### Register map, names as in the netlist

Bar = 20 µm.
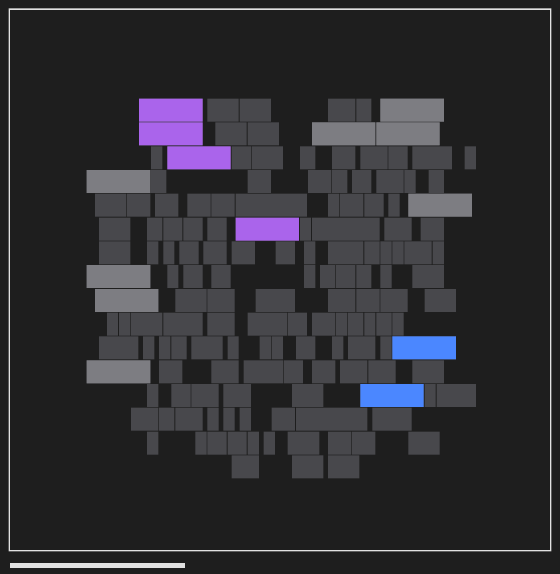
### Clock wires, drivers and flops

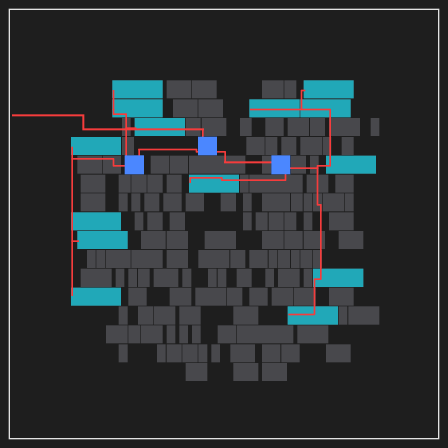
### Signal metal coverage by tile

The die is cut into 12 by 12 equal tiles; dark blue is low, red is high, scaled to the fullest tile. Values are wire area over tile area, all layers added.
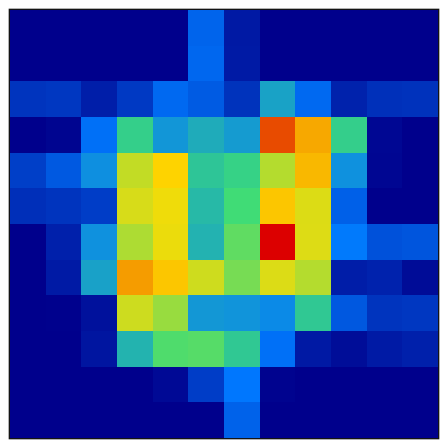
### Placed standard cells

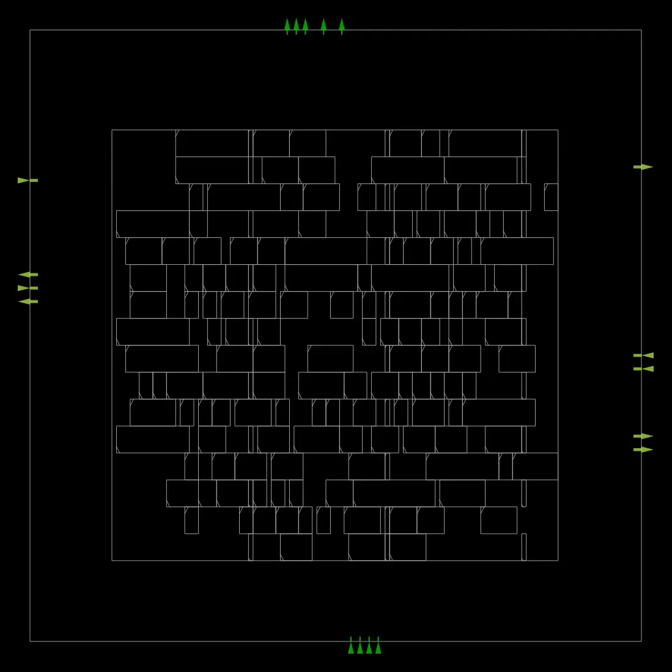
Design pci_bus_arbiter, sky130hd; sources not shown.
==> summary.log <==
INFO  clock_network  path_clk_slew=80ps
INFO  critical_path  crit_path_cell_trace=clkdlybuf4s50_1 > mux4_2 > nor4_4 > a21boi_2 > or4_1 > a21oi_1
INFO  die            floorplan.die.width=61.8µm
INFO  critical_path  critPathMaxFanout=5
INFO  die            design.portCount=18
INFO  detailed_routing drt_first_pass_iters=4
INFO  detailed_routing drt_drc_violations_left=0
INFO  cells_and_area layout.cells.most_common_list=16 x clkdlybuf4s50_1, 14 x nand2_1, 14 x dfxtp_1
INFO  clock_network  hold_buffers=0
INFO  die            floorplanUtilization=0.555
INFO  synthesis      netlist_top_cells_area=dfxtp_1 26%, ha_1 9.2%, nand2_1 4.8%
INFO  cells_and_area filler_cell_count=178
INFO  clock_network  postCtsResizedCells=0
INFO  synthesis      total_of_warnings_raised_by_yosys=0
INFO  sta            finalMaxSlewViolations=0
INFO  die            rows=16
INFO  synthesis      async_flop_share=0
INFO  clock_network  cts_root_buffer=clkbuf_4
INFO  sta            hold-worst-slack=494ps
INFO  cells_and_area area.combinational=712µm²
INFO  global_routing via_count_of_the_first_global_routing_pass=1,055
INFO  synthesis      synthesis.instances=131
INFO  min_path       min-delay-path-class=flop to flop
INFO  sta            timing_hold_violations_final=0
INFO  clock_network  clk-insertion-delay-late=270ps
INFO  detailed_routing post_drt_via_cell_ratio=6.11
INFO  place          gp_congestion=0.962
INFO  synthesis      synth_area_per_cell=8.32µm²
INFO  power_and_ir_drop power_switching_share=0.438
INFO  sta            worst_slew_margin_rel=0.602
INFO  synthesis      yosys-stat-cells=131
INFO  cells_and_area layout_top_cell_excl_fill_tap=clkdlybuf4s50_1
INFO  global_routing grt_antenna_before_repair=0
INFO  sta            period_needed=2500ps
INFO  detailed_routing antenna_violating_nets_post_route=0
INFO  sta            setup_viol=0
INFO  critical_path  slowest_delay=540ps
INFO  critical_path  rr_worst_depth=5
INFO  sta            grt_setup_unrepaired=no
INFO  clock_network  cts-buffers-inserted=3
INFO  die            placeableCoreArea=1960µm²
INFO  min_path       min_path_cells=1
INFO  sta            finalCritPeriodShare=0.834
INFO  synthesis      synth_top_flop_cell=dfxtp_1
INFO  run_status     run_status=finished clean
Notes on 'Register map, names as in the netlist' above:
Key: arb_state_o = blue [sequential cells 2]; gnt_o = purple [sequential cells 4]
Another 8 sequential cells are not colored.
FF/Latch Area: 280 µm²
sequential portion of the cell area: 0.218

Notes on 'Clock wires, drivers and flops' above:
Key: clock drivers = blue [count 3]; clock wires = red [length 176 µm]; flip-flops = cyan [count 14]
There are 4 routed clock nets.
clock share of power: 0.104
clock skew: 9.76 ps
power dissipated in the clock network: 103 µW

Notes on 'Signal metal coverage by tile' above:
18% of the tiles are over half the peak. The mean over all tiles is 0.11. The densest ninth of the die: center. The fullest tile reaches 0.51. 38% of the tiles are nearly empty.
final routed wire length divided by cell count: 15.3 µm
via count: 1,070
Overall Global Routing Usage: 0.147
total wire length: 2.67 mm

Notes on 'Placed standard cells' above:
sequential cell count: 14
TAP cells: 27

final cells by class:
class                           count  area share
Multi-Input combinational cell     99       0.553
Clock buffer                        3      0.0175
Inverter                           11      0.0321
Tap cell                           27      0.0262
Timing Repair Buffer               21       0.154
Sequential cell                    14       0.218
cells by family after synthesis:
group | synth area share
and+or+nand+nor | 0.208
xor gates and xnor gates | 0.0241
adders and majority gates | 0.0919
muxes | 0.0597
other | 0.00344
DFF | 0.257
AOI/OAI and AO/OA | 0.266
buffers and inverters | 0.0895
metal layers:
layer  part of all wire  GRT usage  vias up
li1                   -          -      522
met5                  0          0        -
met3              0.051     0.0514        2
met4             0.0045     0.0130        0
met2               0.51      0.279       35
met1               0.44      0.156      511
power by group through the flow:
stage	combinational (mW)	clock, mW	sequential [mW]
final	0.573	0.103	0.311
after detailed placement	0.564	0	0.315
after CTS	0.571	0.106	0.310
after global routing	0.633	0.116	0.319
after global placement	0.547	0	0.311
after floorplan	0.369	0	0.296
worst max-delay path, delay by kind of cell:
family | cells | cell delay, ps
AND-OR/OR-AND | 2 | 290
buffers and inverters | 1 | 420
multiplexers | 1 | 540
AND/OR/NAND/NOR | 2 | 870
per-stage QoR:
step	area, µm²	total power, mW	worst slack, ps	std cells	util
2_1_floorplan	1090	0.665	628	131	-
3_3_place_gp	1260	0.859	276	172	0.645
3_5_place_dp	1260	0.879	236	172	0.645
4_1_cts	1290	0.987	515	175	0.656
5_1_grt	1290	1.07	387	175	0.656
6_report	1290	0.986	499	175	0.656
Power and IR drop assume default switching activity.
